### The metal 3 layer, run 1

Scale: 2 px per um.
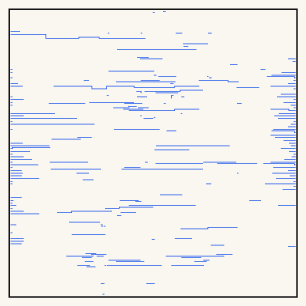
### Placement by cell class, run 1

Scale: 2 px per um.
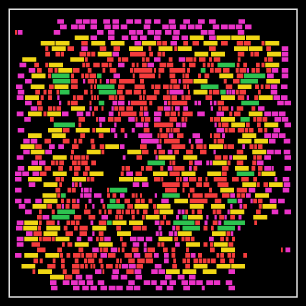
### Sequential cells coloured by netlist name, run 1

Scale: 4 px per um.
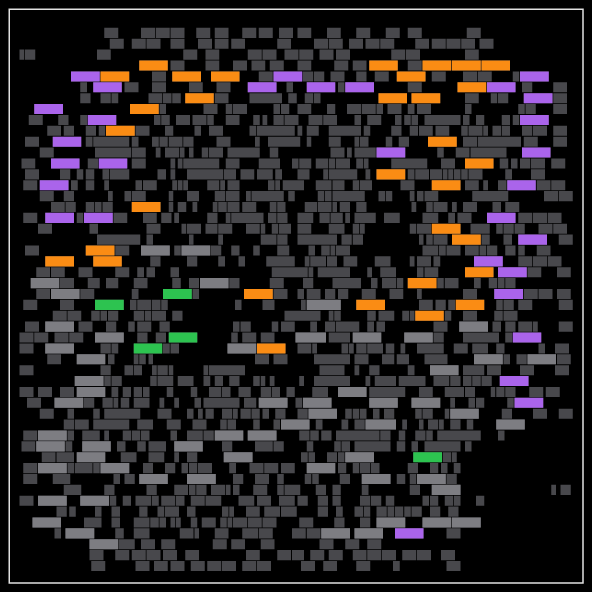
==> src/rtl/mem_pkg.sv <==
// Shared definitions for the memory-access stage.
// Contents: funct3 access-size codes, FSM state type, byte-strobe lookup.
package mem_pkg;

    localparam int unsigned STRB_W = 4;
    localparam int unsigned RD_W   = 5;
    localparam int unsigned F3_W_  = 3;

    localparam logic [F3_W_-1:0] F3_B  = 3'b000;
    localparam logic [F3_W_-1:0] F3_H  = 3'b001;
    localparam logic [F3_W_-1:0] F3_W  = 3'b010;
    localparam logic [F3_W_-1:0] F3_BU = 3'b100;
    localparam logic [F3_W_-1:0] F3_HU = 3'b101;

    typedef enum logic {
        IDLE = 1'b0,
        WAIT = 1'b1
    } state_t;

    // Byte enables for a store of the given size (funct3[1:0]) at byte offset off.
    function automatic logic [STRB_W-1:0] wstrb_lookup(input logic [1:0] size,
                                                       input logic [1:0] off);
        logic [STRB_W-1:0] strb;
        case (size)
            2'b00:   strb = 4'b0001 << off;
            2'b01:   strb = 4'b0011 << off;
            default: strb = 4'b1111;
        endcase
        return strb;
    endfunction

endpackage

==> src/rtl/mem_align.sv <==
// Combinational lane logic for the memory stage.
// Ports:
//   st_funct3/st_off/sdata : incoming access (misalign check + store lanes)
//   ld_funct3/ld_off/rdata : captured load access + returned bus data
//   misaligned_c           : access is misaligned or has an undefined size
//   wstrb_c/wdata_c        : store byte enables and lane-replicated data
//   ldata_c                : load data shifted to bit 0 and extended
module mem_align
    import mem_pkg::*;
#(
    parameter int unsigned XLEN = 32
) (
    input  logic [2:0]        st_funct3,
    input  logic [1:0]        st_off,
    input  logic [XLEN-1:0]   sdata,
    input  logic [2:0]        ld_funct3,
    input  logic [1:0]        ld_off,
    input  logic [XLEN-1:0]   rdata,
    output logic              misaligned_c,
    output logic [STRB_W-1:0] wstrb_c,
    output logic [XLEN-1:0]   wdata_c,
    output logic [XLEN-1:0]   ldata_c
);

    logic [7:0]  ld_byte;
    logic [15:0] ld_half;

    // Misalign detect; undefined sizes are rejected the same way.
    always_comb begin
        misaligned_c = 1'b1;
        case (st_funct3)
            F3_B, F3_BU: misaligned_c = 1'b0;
            F3_H, F3_HU: misaligned_c = st_off[0];
            F3_W:        misaligned_c = |st_off;
            default:     misaligned_c = 1'b1;
        endcase
    end

    // Store lanes: replicate the narrow value into every lane, strobe picks one.
    always_comb begin
        wstrb_c = wstrb_lookup(st_funct3[1:0], st_off);
        case (st_funct3[1:0])
            2'b00:   wdata_c = {(XLEN/8){sdata[7:0]}};
            2'b01:   wdata_c = {(XLEN/16){sdata[15:0]}};
            default: wdata_c = sdata;
        endcase
    end

    // Load lanes: select byte/half then sign- or zero-extend.
    always_comb begin
        case (ld_off)
            2'd0:    ld_byte = rdata[7:0];
            2'd1:    ld_byte = rdata[15:8];
            2'd2:    ld_byte = rdata[23:16];
            default: ld_byte = rdata[31:24];
        endcase
        ld_half = ld_off[1] ? rdata[31:16] : rdata[15:0];
        case (ld_funct3)
            F3_B:    ldata_c = {{(XLEN-8){ld_byte[7]}}, ld_byte};
            F3_BU:   ldata_c = {{(XLEN-8){1'b0}}, ld_byte};
            F3_H:    ldata_c = {{(XLEN-16){ld_half[15]}}, ld_half};
            F3_HU:   ldata_c = {{(XLEN-16){1'b0}}, ld_half};
            default: ldata_c = rdata;
        endcase
    end

endmodule

==> src/rtl/mem_stage.sv <==
// Memory-access stage: issues loads/stores on a ready-handshaked data port,
// drives the register-file write port and stalls upstream while waiting.
// Ports:
//   clk, rst (sync, active-low)
//   in_*      : instruction from execute (held while stall=1)
//   stall     : combinational hold request to upstream
//   dmem_*    : data-memory request/response
//   wb_*      : register-file write port
//   misalign_err, bus_err : one-cycle error pulses
module mem_stage
    import mem_pkg::*;
#(
    parameter int unsigned XLEN           = 32,
    parameter int unsigned TIMEOUT_CYCLES = 16,
    parameter int unsigned CNT_W          = 5
) (
    input  logic              clk,
    input  logic              rst,
    input  logic              in_valid,
    input  logic              in_load,
    input  logic              in_store,
    input  logic [2:0]        in_funct3,
    input  logic [XLEN-1:0]   in_res,
    input  logic [XLEN-1:0]   in_sdata,
    input  logic [RD_W-1:0]   in_rd,
    input  logic              in_we,
    output logic              stall,
    output logic              dmem_req,
    output logic              dmem_we,
    output logic [XLEN-1:0]   dmem_addr,
    output logic [XLEN-1:0]   dmem_wdata,
    output logic [STRB_W-1:0] dmem_wstrb,
    input  logic              dmem_ready,
    input  logic [XLEN-1:0]   dmem_rdata,
    output logic              wb_we,
    output logic [RD_W-1:0]   wb_rd,
    output logic [XLEN-1:0]   wb_data,
    output logic              misalign_err,
    output logic              bus_err
);

    state_t            state, state_n;
    logic [CNT_W-1:0]  cnt, cnt_n;
    logic [RD_W-1:0]   cap_rd, cap_rd_n;
    logic [2:0]        cap_funct3, cap_funct3_n;
    logic [1:0]        cap_off, cap_off_n;
    logic              cap_load, cap_load_n;

    logic              req_n, dwe_n, wb_we_n, mis_n, bus_n, stall_c;
    logic [XLEN-1:0]   addr_n, wdata_n, wb_data_n;
    logic [STRB_W-1:0] wstrb_n;
    logic [RD_W-1:0]   wb_rd_n;

    logic              misaligned_c;
    logic [STRB_W-1:0] wstrb_c;
    logic [XLEN-1:0]   wdata_c, ldata_c;
    logic              mem_op_c;

    mem_align #(.XLEN(XLEN)) u_align (
        .st_funct3    (in_funct3),
        .st_off       (in_res[1:0]),
        .sdata        (in_sdata),
        .ld_funct3    (cap_funct3),
        .ld_off       (cap_off),
        .rdata        (dmem_rdata),
        .misaligned_c (misaligned_c),
        .wstrb_c      (wstrb_c),
        .wdata_c      (wdata_c),
        .ldata_c      (ldata_c)
    );

    assign mem_op_c = in_valid & (in_load | in_store);
    // Never ask upstream to hold while reset is asserted.
    assign stall    = stall_c & rst;

    // Next-state and next-output logic.
    always_comb begin
        state_n      = state;
        cnt_n        = cnt;
        cap_rd_n     = cap_rd;
        cap_funct3_n = cap_funct3;
        cap_off_n    = cap_off;
        cap_load_n   = cap_load;
        req_n        = dmem_req;
        dwe_n        = dmem_we;
        addr_n       = dmem_addr;
        wdata_n      = dmem_wdata;
        wstrb_n      = dmem_wstrb;
        wb_we_n      = 1'b0;
        wb_rd_n      = wb_rd;
        wb_data_n    = wb_data;
        mis_n        = 1'b0;
        bus_n        = 1'b0;
        stall_c      = 1'b0;

        case (state)
            IDLE: begin
                if (mem_op_c) begin
                    if (misaligned_c) begin
                        mis_n = 1'b1;
                    end else begin
                        stall_c      = 1'b1;
                        req_n        = 1'b1;
                        dwe_n        = in_store;
                        addr_n       = {in_res[XLEN-1:2], 2'b00};
                        wdata_n      = wdata_c;
                        wstrb_n      = in_store ? wstrb_c : '0;
                        cap_rd_n     = in_rd;
                        cap_funct3_n = in_funct3;
                        cap_off_n    = in_res[1:0];
                        cap_load_n   = ~in_store;
                        cnt_n        = '0;
                        state_n      = WAIT;
                    end
                end else if (in_valid) begin
                    wb_we_n   = in_we & (in_rd != '0);
                    wb_rd_n   = in_rd;
                    wb_data_n = in_res;
                end
            end
            WAIT: begin
                if (dmem_ready) begin
                    req_n   = 1'b0;
                    state_n = IDLE;
                    if (cap_load) begin
                        wb_we_n   = (cap_rd != '0);
                        wb_rd_n   = cap_rd;
                        wb_data_n = ldata_c;
                    end
                end else if (cnt == CNT_W'(TIMEOUT_CYCLES - 1)) begin
                    // Give up: release upstream and abandon the request.
                    req_n   = 1'b0;
                    bus_n   = 1'b1;
                    state_n = IDLE;
                end else begin
                    stall_c = 1'b1;
                    cnt_n   = cnt + CNT_W'(1);
                end
            end
            default: state_n = IDLE;
        endcase
    end

    // State and output registers.
    always_ff @(posedge clk) begin
        if (!rst) begin
            state        <= IDLE;
            cnt          <= '0;
            cap_rd       <= '0;
            cap_funct3   <= '0;
            cap_off      <= '0;
            cap_load     <= 1'b0;
            dmem_req     <= 1'b0;
            dmem_we      <= 1'b0;
            dmem_addr    <= '0;
            dmem_wdata   <= '0;
            dmem_wstrb   <= '0;
            wb_we        <= 1'b0;
            wb_rd        <= '0;
            wb_data      <= '0;
            misalign_err <= 1'b0;
            bus_err      <= 1'b0;
        end else begin
            state        <= state_n;
            cnt          <= cnt_n;
            cap_rd       <= cap_rd_n;
            cap_funct3   <= cap_funct3_n;
            cap_off      <= cap_off_n;
            cap_load     <= cap_load_n;
            dmem_req     <= req_n;
            dmem_we      <= dwe_n;
            dmem_addr    <= addr_n;
            dmem_wdata   <= wdata_n;
            dmem_wstrb   <= wstrb_n;
            wb_we        <= wb_we_n;
            wb_rd        <= wb_rd_n;
            wb_data      <= wb_data_n;
            misalign_err <= mis_n;
            bus_err      <= bus_n;
        end
    end

endmodule

==> config.mk <==
export PLATFORM = sky130hd
export DESIGN_NAME = mem_stage
export DESIGN_NICKNAME = d
export VERILOG_FILES = /design/src/rtl/mem_pkg.sv /design/src/rtl/mem_align.sv /design/src/rtl/mem_stage.sv
export SDC_FILE = /design/constraint.sdc
export NUM_CORES = 1
export LEC_CHECK = 0
export CAP_MARGIN = 20
export CORE_MARGIN = 2
export CORE_UTILIZATION = 36
export DETAILED_ROUTE_END_ITERATION = 6
export GPL_TIMING_DRIVEN = 0
export PLACE_DENSITY_LB_ADDON = 0.12
export SETUP_SLACK_MARGIN = 0.02
export SYNTH_ARGS = -nofsm -noshare
export SYNTH_HDL_FRONTEND = slang
export SYNTH_HIERARCHICAL = 1
export SYNTH_SLANG_ARGS = --single-unit
==> constraint.sdc <==
create_clock -name clk -period 1.8 [get_ports clk]
set_input_delay 0.18 -clock clk [delete_from_list [all_inputs] [get_ports clk]]
set_output_delay 0.18 -clock clk [all_outputs]
set_load 0.005 [all_outputs]
==> results.py, run 1 <==
# Flow results
metrics = {
    "synth": {
        "syn-cell-area_sq_um": 6960,
        "area_leaders": "dfxtp_1 (36%), o31ai_1 (8.4%), mux2i_1 (7.3%)",
        "yosysCellCount": 778,
        "top_area_cell": "dfxtp_1",
        "synthMuxAreaShare_pct": 12.7,
    },
    "grt": {
        "gr-total-overflow": 0,
        "antenna_found_initial": 0,
    },
    "placed_design": {
        "postPlaceCellArea_sq_um": 9470,
        "place_worst_setup_slack_ps": -1380,
        "place_congestion": 0.959,
        "dp.cells": 1256,
    },
    "pwr": {
        "p_comb_mw": 1.84,
        "maxPowerGroup": "the clock network",
        "internal_power_mw": 6.23,
        "pg_seq_mw": 2.99,
        "p_sw_mw": 2.42,
        "seq_power_share_pct": 34.5,
        "p_clk_share_pct": 44.2,
    },
    "critical_path": {
        "reg2reg_setup_slack_ps": -360,
        "crit_end": "wb_data[17]$_SDFFE_PN0P_",
        "regToRegEndpoint": "wb_data[17]$_SDFFE_PN0P_",
        "regToRegStartpoint": "cap_off[1]$_SDFFE_PN0P_",
        "crit_arrival_ps": 2480,
        "cp_slowest_cell": "mux4_2",
        "slowest_delay_ps": 560,
        "cp_data_required_time_ps": 2120,
    },
    "route": {
        "first_iter_violations": 492,
        "routed.top_layer": "met4",
        "routed-wl-met2_um": 12700,
        "dr_wl_met3_um": 1760,
    },
    "clock_network": {
        "clkLatencyLatePin_ps": 430,
        "h-tree-depth": 4,
    },
    "sta": {
        "tightest_slew_ps": 733,
        "setup_viol": 31,
        "final.setup.worst_slack_ps": -359,
        "fin_skew_ps": 7.24,
        "relSlewSlack_pct": 50.9,
    },
    "final_layout": {
        "nMultiInputCombCells": 530,
        "final_cell_mix": "clkdlybuf4s50_1 (211), dfxtp_1 (122), a21oi_1 (88)",
        "n_all_buffers": 336,
        "largestClassByArea": "logic gates",
        "nClkBuffers": 20,
    },
    "min_path": {
        "worstHoldPathType": "in2reg",
        "hold-path-endpoint": "cap_off[1]$_SDFFE_PN0P_",
    },
    "outcome": {
        "failed_checks": "setup timing",
        "status": "finished, violations left",
    },
    "die": {
        "die_area_sq_um": 20500,
    },
}
About 'The metal 3 layer':
nets with wire on the layer = 162
wire length on this layer = 1760 um

About 'Placement by cell class':
green -> clock drivers and dummy loads  # cells 32
yellow -> flops  # cells 125
red -> all other logic  # cells 545
magenta -> other buffers and delay cells  # cells 336
fin area: 10500 sq um
final core utilization: 55.8%
FP Rows: 50
core box area: 18800 sq um

About 'Sequential cells coloured by netlist name':
orange -> wb_data  # sequential cells 32
purple -> dmem_addr  # sequential cells 30
green -> cap_rd  # sequential cells 5
not coloured = 58

==> run 1: worst max-delay path: cells and delay by family, from the launching register on <==
kind	cells	cell delay [ps]
compound gates	4	630
buf+inv	2	300
flops	1	350
mux	2	780
==> run 1: cell usage after synthesis, drive strengths merged, types with 2 or more instances <==
library cell    n
nand4          77
and3            2
nor2b           3
or2             3
clkbuf         42
o211a          38
o31ai          78
a311oi          9
o21bai          2
nor3b           2
nand3           3
a21oi          88
dfxtp         125
nand3b          3
inv            14
a221o           5
o22a            4
mux4            8
nand2          30
mux2           17
buf            67
a22o            5
ha              3
o21a            2
mux2i          51
o21ai          59
nor2           13
nand2b          3
nor3            2
or4             3
==> inputs of run 2 (changes only) <==
--- a/config.mk
+++ b/config.mk
@@ -5,9 +5,11 @@
 export SDC_FILE = /design/constraint.sdc
 export NUM_CORES = 1
 export LEC_CHECK = 0
+export ABC_CLOCK_PERIOD_IN_PS = 1800
 export CAP_MARGIN = 20
 export CORE_MARGIN = 2
 export CORE_UTILIZATION = 36
+export CTS_BUF_LIST = sky130_fd_sc_hd__clkbuf_8 sky130_fd_sc_hd__clkbuf_16
 export DETAILED_ROUTE_END_ITERATION = 6
 export GPL_TIMING_DRIVEN = 0
 export PLACE_DENSITY_LB_ADDON = 0.12
### Sequential cells coloured by netlist name, run 2

Scale: 4 px per um.
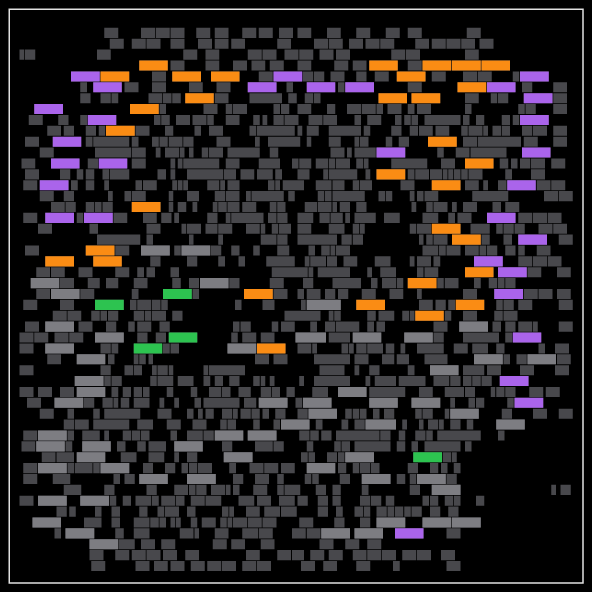
green -> cap_rd  # sequential cells 5
purple -> dmem_addr  # sequential cells 30
orange -> wb_data  # sequential cells 32
register area: 2510 sq um
fraction of area in registers: 23.9%

### Placement by cell class, run 2

Scale: 2 px per um.
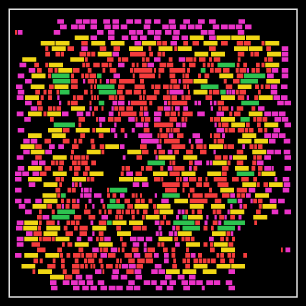
yellow -> flops  # cells 125
green -> clock drivers and dummy loads  # cells 32
red -> all other logic  # cells 545
magenta -> other buffers and delay cells  # cells 336

==> results.py, run 2 <==
# Flow results
metrics = {
    "outcome": {
        "status": "finished, violations left",
        "failed_checks": "setup timing",
    },
    "clock_network": {
        "h-tree-depth": 4,
        "clock_sinks": 125,
        "clkLatencyLatePin_ps": 430,
        "postCtsSetupBuffers": 5,
    },
    "min_path": {
        "hold-path-endpoint": "cap_off[1]$_SDFFE_PN0P_",
        "worstHoldPathType": "in2reg",
    },
    "sta": {
        "relSlewSlack_pct": 50.9,
        "period_used_pct": 120,
        "tightest_slew_ps": 733,
        "setup_viol": 31,
        "final.setup.worst_slack_ps": -359,
        "fin_skew_ps": 7.24,
    },
    "critical_path": {
        "cp_data_required_time_ps": 2120,
        "regToRegEndpoint": "wb_data[17]$_SDFFE_PN0P_",
        "crit_arrival_ps": 2480,
        "crit_end": "wb_data[17]$_SDFFE_PN0P_",
        "regToRegStartpoint": "cap_off[1]$_SDFFE_PN0P_",
        "cp_slowest_cell": "mux4_2",
        "cp_top_family": "multiplexers",
        "timing.critical_path.buf_inv": 2,
        "critical_path_depth": 8,
        "reg2reg_setup_slack_ps": -360,
        "slowest_delay_ps": 560,
    },
    "final_layout": {
        "final_cell_mix": "clkdlybuf4s50_1 (211), dfxtp_1 (122), a21oi_1 (88)",
        "drive_gt1_share_pct": 18.2,
        "utilization_pct": 55.8,
    },
    "synth": {
        "most_common_cell": "dfxtp_1",
        "top_area_cell": "dfxtp_1",
        "common_cells": "dfxtp_1 (125), a21oi_1 (88), o31ai_1 (78)",
        "area_leaders": "dfxtp_1 (36%), o31ai_1 (8.4%), mux2i_1 (7.3%)",
        "syn-cell-area_sq_um": 6960,
    },
    "die": {
        "die_area_sq_um": 20500,
        "coreArea_sq_um": 18800,
        "rows": 50,
    },
    "route": {
        "dr_wl_met3_um": 1760,
        "first_iter_violations": 492,
        "routed-wl-met2_um": 12700,
    },
    "placed_design": {
        "place_congestion": 0.959,
        "place_worst_setup_slack_ps": -1380,
        "dp.cells": 1256,
    },
    "grt": {
        "grt.busiest_layer": "met2",
        "gr-total-overflow": 0,
        "antenna_found_initial": 0,
    },
}
run 2: area by class of cell:
cell class	count	area, sq um	area share, %
diodes	1	2.50	0.0238
plain buffers	108	637	6.06
clock buffers	20	467	4.44
clock inverters	12	184	1.75
inverters	15	57.6	0.548
multi-input cells	530	4060	38.6
flip-flops and latches	125	2510	23.9
well taps	260	325	3.10
repair buffers	228	2270	21.6
run 2: cell families after synthesis:
logic type | synth area share (%)
AND-OR/OR-AND | 29.4
adder cells (fa/ha/maj) | 0.539
buffers and inverters | 8.82
flip-flops | 35.9
multiplexers | 12.7
other | 0.0538
AND/OR/NAND/NOR | 12.6
run 2: power by group:
part           leakage [nW]  switching [mW]  internal (mW)
clock network         0.302            1.39           2.44
registers              1.02          0.0853           2.90
logic                  2.76           0.947          0.891
Power figures rest on the tool's default switching activity, not on a simulated workload.
